==> config.mk <==
export PLATFORM = sky130hd
export DESIGN_NAME = ped_signal_ctrl
export DESIGN_NICKNAME = d
export VERILOG_FILES = /design/src/rtl/ped_pkg.sv /design/src/rtl/ped_channel.sv /design/src/rtl/ped_signal_ctrl.sv
export SDC_FILE = /design/constraint.sdc
export NUM_CORES = 1
export LEC_CHECK = 0
export CORE_UTILIZATION = 55
export CTS_CLUSTER_DIAMETER = 120
export DETAILED_ROUTE_END_ITERATION = 16
export PLACE_DENSITY = 0.78
export SLEW_MARGIN = 20
export SYNTH_ARGS = -nofsm -noshare
export SYNTH_HDL_FRONTEND = slang
export SYNTH_SLANG_ARGS = --single-unit
==> constraint.sdc <==
create_clock -name clk -period 2.4 [get_ports clk]
set_input_delay 0.36 -clock clk [delete_from_list [all_inputs] [get_ports clk]]
set_output_delay 0.36 -clock clk [all_outputs]
set_load 0.01 [all_outputs]
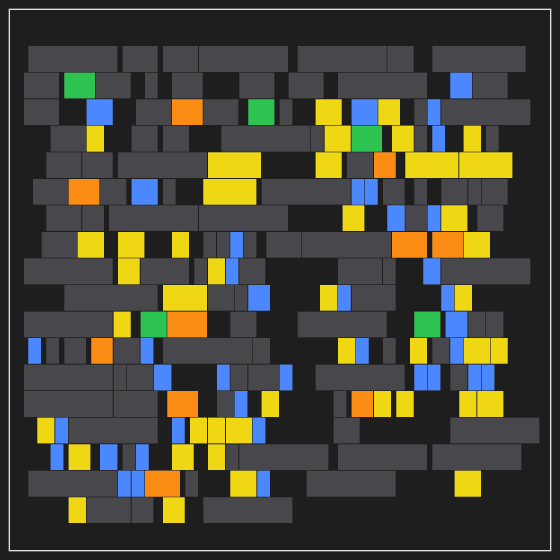
Fig. 1. Gate families picked out.
| color | family | cells |
|---|---|---|
| green | non-inverting ao/oa cells | 5 |
| orange | and/or cells | 10 |
| blue | nand cells | 38 |
| yellow | aoi and oai cells | 43 |
multi-input logic portion of the cell area: 0.4150
highest-count logic cell in the final layout: nand2_1
Finished Layout Cells: 227

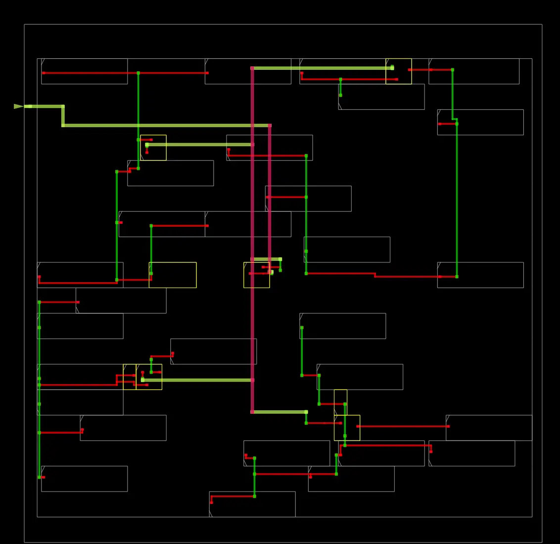
Fig. 2. Clock routing.
CTS buffer count: 5
clk latency late pin: 0.33 ns
Layout Skew: 0.007049 ns

==> impl_metrics.tcl <==
# collected from the flow reports
set metrics [dict create \
    nWellTaps 30 \
    min_period_ns 1.936 \
    ctsResizeCount 0 \
    die_y_um 55.35 \
    cts_setup_buffers 0 \
    outcome "finished clean" \
    buf_share 0.1222 \
    top_layer "met4" \
    adder_share 0.03197 \
    clkPwrFrac 0.342 \
    cp_num_cells 5 \
    powerClk_uw 313 \
    drc 0 \
    clkSinkCount 29 \
    p_int_uw 689.6 \
    rsz0062_at_grt "no" \
    top_cells_by_area "dfrtp_1 (43%), nand2_1 (6.7%), o21ai_0 (4.8%), a2111oi_2 (3.8%), dfstp_2 (3.4%)" \
    largest_area_cell "dfrtp_1" \
    maxSlewHeadroom 0.6073 \
    syn_inst 167 \
    ff_count 29 \
    final_cell_mix "nand2_1 (28), dfrtp_1 (27), clkdlybuf4s50_1 (16)" \
    switching_share 0.2465 \
    first_iter_violations 64 \
    ys_area_um2 1565 \
    muxShareOfSynthArea 0 \
    cts_hold_buffers 0 \
    timing.final.crit_share 0.8067 \
    warnings 28 \
    tritoncts "built" \
    io_pins 17 \
    r2r_slack_ns 0.49 \
    max_stage_delay_ns 0.52 \
]
